**Signal metal coverage by tile**

(2 px per µm) 26 x 32 tiles, from dark blue (low) to red (high), scaled to the fullest tile. Values are wire area over tile area, all layers added.
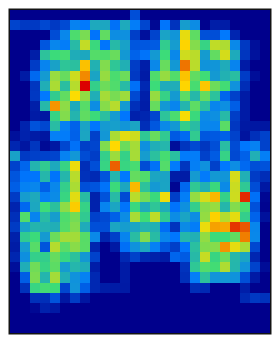
**Register map, names as in the netlist**

(4 px per µm) Other sequential cells in the stronger grey, the rest of the logic in the fainter grey.
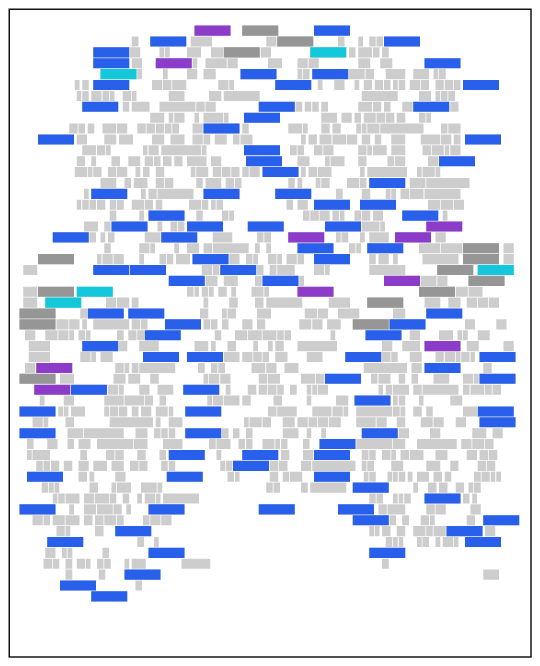
==> src/rtl/vlab_pkg.sv <==
// Shared definitions for the vlab button-conditioning slice:
// debounce FSM state encodings, default debounce length and channel map.
package vlab_pkg;

   typedef enum logic [1:0] {
      DB_IDLE         = 2'd0,
      DB_PRESS_WAIT   = 2'd1,
      DB_PRESSED      = 2'd2,
      DB_RELEASE_WAIT = 2'd3
   } db_state_t;

   // 10 ms at 50 MHz
   localparam int unsigned LP_DEBOUNCE_CYCLES = 500000;

   // Channel map onto the reaction-game inputs
   localparam int unsigned BTN_START = 4;
   localparam int unsigned BTN_RESET = 3;
   localparam int unsigned BTN_2     = 2;
   localparam int unsigned BTN_1     = 1;
   localparam int unsigned BTN_0     = 0;

endpackage

==> src/rtl/vdebounce_channel.sv <==
// One button channel: 2-flop synchroniser, debounce counter + FSM,
// registered level and single-cycle press pulse.
module vdebounce_channel
   import vlab_pkg::*;
#(
   parameter int unsigned DEBOUNCE_CYCLES = LP_DEBOUNCE_CYCLES,
   parameter int unsigned CNT_WIDTH       = $clog2(DEBOUNCE_CYCLES + 1)
) (
   input  logic clk,
   input  logic async_nreset,
   input  logic i_raw,
   output logic o_level,
   output logic o_pulse
);

   localparam logic [CNT_WIDTH:0] LP_TARGET = (CNT_WIDTH + 1)'(DEBOUNCE_CYCLES);

   logic                 r_sync1;
   logic                 r_sync2;
   db_state_t            r_state;
   logic [CNT_WIDTH-1:0] r_cnt;
   logic                 r_level;
   logic                 r_pulse;

   db_state_t            w_state_nxt;
   logic [CNT_WIDTH-1:0] w_cnt_nxt;
   logic                 w_pulse_nxt;
   logic                 w_level_nxt;
   logic [CNT_WIDTH:0]   w_cnt_inc;
   logic                 w_done;

   // Two-flop synchroniser, released (0) out of reset
   always_ff @(posedge clk or negedge async_nreset) begin
      if (!async_nreset) begin
         r_sync1 <= 1'b0;
         r_sync2 <= 1'b0;
      end else begin
         r_sync1 <= i_raw;
         r_sync2 <= r_sync1;
      end
   end

   // The current cycle counts towards the stable run, so a change is
   // accepted on the edge where the run reaches DEBOUNCE_CYCLES; this keeps
   // the press latency at DEBOUNCE_CYCLES+2 edges from first capture.
   assign w_cnt_inc = {1'b0, r_cnt} + (CNT_WIDTH + 1)'(1);
   assign w_done    = (w_cnt_inc == LP_TARGET);

   // Next-state, counter and pulse decode
   always_comb begin
      w_state_nxt = r_state;
      w_cnt_nxt   = r_cnt;
      w_pulse_nxt = 1'b0;
      case (r_state)
         DB_IDLE: begin
            if (r_sync2) begin
               if (w_done) begin
                  w_state_nxt = DB_PRESSED;
                  w_cnt_nxt   = '0;
                  w_pulse_nxt = 1'b1;
               end else begin
                  w_state_nxt = DB_PRESS_WAIT;
                  w_cnt_nxt   = w_cnt_inc[CNT_WIDTH-1:0];
               end
            end
         end
         DB_PRESS_WAIT: begin
            if (!r_sync2) begin
               w_state_nxt = DB_IDLE;
               w_cnt_nxt   = '0;
            end else if (w_done) begin
               w_state_nxt = DB_PRESSED;
               w_cnt_nxt   = '0;
               w_pulse_nxt = 1'b1;
            end else begin
               w_cnt_nxt   = w_cnt_inc[CNT_WIDTH-1:0];
            end
         end
         DB_PRESSED: begin
            if (!r_sync2) begin
               if (w_done) begin
                  w_state_nxt = DB_IDLE;
                  w_cnt_nxt   = '0;
               end else begin
                  w_state_nxt = DB_RELEASE_WAIT;
                  w_cnt_nxt   = w_cnt_inc[CNT_WIDTH-1:0];
               end
            end
         end
         DB_RELEASE_WAIT: begin
            if (r_sync2) begin
               w_state_nxt = DB_PRESSED;
               w_cnt_nxt   = '0;
            end else if (w_done) begin
               w_state_nxt = DB_IDLE;
               w_cnt_nxt   = '0;
            end else begin
               w_cnt_nxt   = w_cnt_inc[CNT_WIDTH-1:0];
            end
         end
         default: begin
            w_state_nxt = DB_IDLE;
            w_cnt_nxt   = '0;
         end
      endcase
      w_level_nxt = (w_state_nxt == DB_PRESSED) || (w_state_nxt == DB_RELEASE_WAIT);
   end

   // State, counter and registered outputs
   always_ff @(posedge clk or negedge async_nreset) begin
      if (!async_nreset) begin
         r_state <= DB_IDLE;
         r_cnt   <= '0;
         r_level <= 1'b0;
         r_pulse <= 1'b0;
      end else begin
         r_state <= w_state_nxt;
         r_cnt   <= w_cnt_nxt;
         r_level <= w_level_nxt;
         r_pulse <= w_pulse_nxt;
      end
   end

   assign o_level = r_level;
   assign o_pulse = r_pulse;

endmodule

==> src/rtl/vbutton_conditioner.sv <==
// Button input conditioner: one vdebounce_channel per raw button.
// Optional VBUTTON_ACTIVE_LOW_EN: invert raw buttons (board keys read 0
// when pressed) ahead of the synchronisers; outputs stay active-high.
module vbutton_conditioner
   import vlab_pkg::*;
#(
   parameter int unsigned CHANNELS        = 5,
   parameter int unsigned DEBOUNCE_CYCLES = LP_DEBOUNCE_CYCLES,
   parameter int unsigned CNT_WIDTH       = $clog2(DEBOUNCE_CYCLES + 1)
) (
   input  logic                clk,
   input  logic                async_nreset,
   input  logic [CHANNELS-1:0] btn_raw,
   output logic [CHANNELS-1:0] btn_level,
   output logic [CHANNELS-1:0] btn_pulse
);

   logic [CHANNELS-1:0] w_raw;

`ifdef VBUTTON_ACTIVE_LOW_EN
   assign w_raw = ~btn_raw;
`else
   assign w_raw = btn_raw;
`endif

   for (genvar g = 0; g < CHANNELS; g++) begin : g_chan
      vdebounce_channel #(
         .DEBOUNCE_CYCLES (DEBOUNCE_CYCLES),
         .CNT_WIDTH       (CNT_WIDTH)
      ) u_chan (
         .clk          (clk),
         .async_nreset (async_nreset),
         .i_raw        (w_raw[g]),
         .o_level      (btn_level[g]),
         .o_pulse      (btn_pulse[g])
      );
   end

endmodule

==> config.mk <==
export PLATFORM = sky130hd
export DESIGN_NAME = vbutton_conditioner
export DESIGN_NICKNAME = d
export VERILOG_FILES = /design/src/rtl/vlab_pkg.sv /design/src/rtl/vdebounce_channel.sv /design/src/rtl/vbutton_conditioner.sv
export SDC_FILE = /design/constraint.sdc
export NUM_CORES = 1
export LEC_CHECK = 0
export ABC_AREA = 0
export CAP_MARGIN = 20
export CORE_ASPECT_RATIO = 1.25
export CORE_MARGIN = 2
export CORE_UTILIZATION = 40
export CTS_CLUSTER_DIAMETER = 50
export DETAILED_ROUTE_END_ITERATION = 8
export GPL_ROUTABILITY_DRIVEN = 1
export SYNTH_ARGS = -nofsm -noshare
export SYNTH_HDL_FRONTEND = slang
export SYNTH_HIERARCHICAL = 1
export SYNTH_SLANG_ARGS = --single-unit
export TNS_END_PERCENT = 1
==> constraint.sdc <==
create_clock -name clk -period 3.2 [get_ports clk]
set_clock_uncertainty 0.15 [all_clocks]
set_input_delay 0.96 -clock clk [delete_from_list [all_inputs] [get_ports clk]]
set_output_delay 0.96 -clock clk [all_outputs]
set_load 0.1 [all_outputs]
==> flow_summary.yaml <==
# implementation run metrics
run_status:
  status: "finished, final reports clean"
placed_design:
  gp_congestion: 0.884
  place_hpwl_mm: 12.2
global_routing:
  grt_remaining_overflow: 0
  grt_pass1_wl_mm: 30.8
flow_run:
  openroad.warnings: 26
sta:
  max_freq_mhz: 347
  grt_setup_unrepaired: "no"
  final_hold_viol_count: 0
  slew_headroom: 0.479
  drv_slew: 0
drt:
  drt_iter0_markers: 425
  final_antenna_net_count: 0
  dr_total_vias: 6485
worst_setup_path:
  path_max_fanout: 8
  crit_path_end: "g_chan[4].u_chan/r_cnt[13]"
  cp.depth: 8
  endpoint_kind: "flop"
  rr_worst_depth: 8
  reg2reg_slack_ps: 320
  worst_ep_required_time_ps: 3350
min_path:
  hold_path.class: "reg -> reg"
  min-delay-start: "g_chan[1].u_chan/r_sync1"
  whs_path_depth: 0
logic_synthesis:
  xor_share: 0.0474
  ys_chip_area_um2: 7940
  synth_warnings: 6
clocking:
  postCtsSetupBuffers: 0
  numCtsBuffers: 17
floorplanning:
  initCoreUtil: 0.408
  row_count: 57
layout:
  drive_above_1_share: 0.127
About 'signal metal coverage by tile':
24% of the tiles are nearly empty. The mean over all tiles is 0.13. The fullest tile reaches 0.50. The emptiest ninth of the die: bottom middle.

About 'register map, names as in the netlist':
Purple is g_chan.u_chan/r_state, flops 10. Cyan is g_chan.u_chan/r_sync2, flops 5. Blue is g_chan.u_chan/r_cnt, flops 95, where all over the die.

==> cell type report <==
| class | count | area, µm² |
|---|---|---|
| Tap cell | 265 | 332 |
| Clock inverter | 6 | 155 |
| Inverter | 15 | 56.3 |
| Multi-Input combinational cell | 674 | 4480 |
| Fill cell | 1887 | 10600 |
| Clock buffer | 24 | 502 |
| Sequential cell | 125 | 3130 |
| Timing Repair Buffer | 31 | 262 |
==> metrics by stage <==
step           std cells  hold WS [ps]  worst slack [ps]   util  instance area, µm²
3_5_place_dp        1110           186               338  0.424                8260
6_report            1140           195               321  0.458                8920
4_1_cts             1140           197               328  0.458                8920
3_3_place_gp        1110           182               372  0.424                8260
2_1_floorplan        871           181               407      -                7940
5_1_grt             1140           202               128  0.458                8920
==> routing by layer <==
metal,track usage,vias up,routed length (µm)
met5,0,-,0
met4,0.0621,0,309
met3,0.0397,27,556
met2,0.297,105,8670
met1,0.233,3142,8260
li1,-,3211,-
==> flip-flops by register name, indices dropped and copies added (netlist names) <==
register,cells
g_chan.u_chan/o_level,5
g_chan.u_chan/o_pulse,5
g_chan.u_chan/r_cnt,95
g_chan.u_chan/r_state,10
g_chan.u_chan/r_sync1,5
g_chan.u_chan/r_sync2,5
==> report_power, final <==
group          internal [µW]  switching (µW)  total [µW]
clock network           1480             676        2150
logic                   72.4             133         205
registers               1630            60.6        1690
==> cell usage after synthesis, drive strengths merged, types with 21 or more instances <==
cell,count,area share
and2,30,0.024
nor3,25,0.018
and4,21,0.025
o21ai,95,0.060
mux2i,21,0.030
and3,23,0.018
nand4,49,0.039
dfrtp,125,0.39
o31ai,25,0.024
xnor2,28,0.031
nand3,49,0.031
nand2,74,0.035
nor2,66,0.035
buf,37,0.026
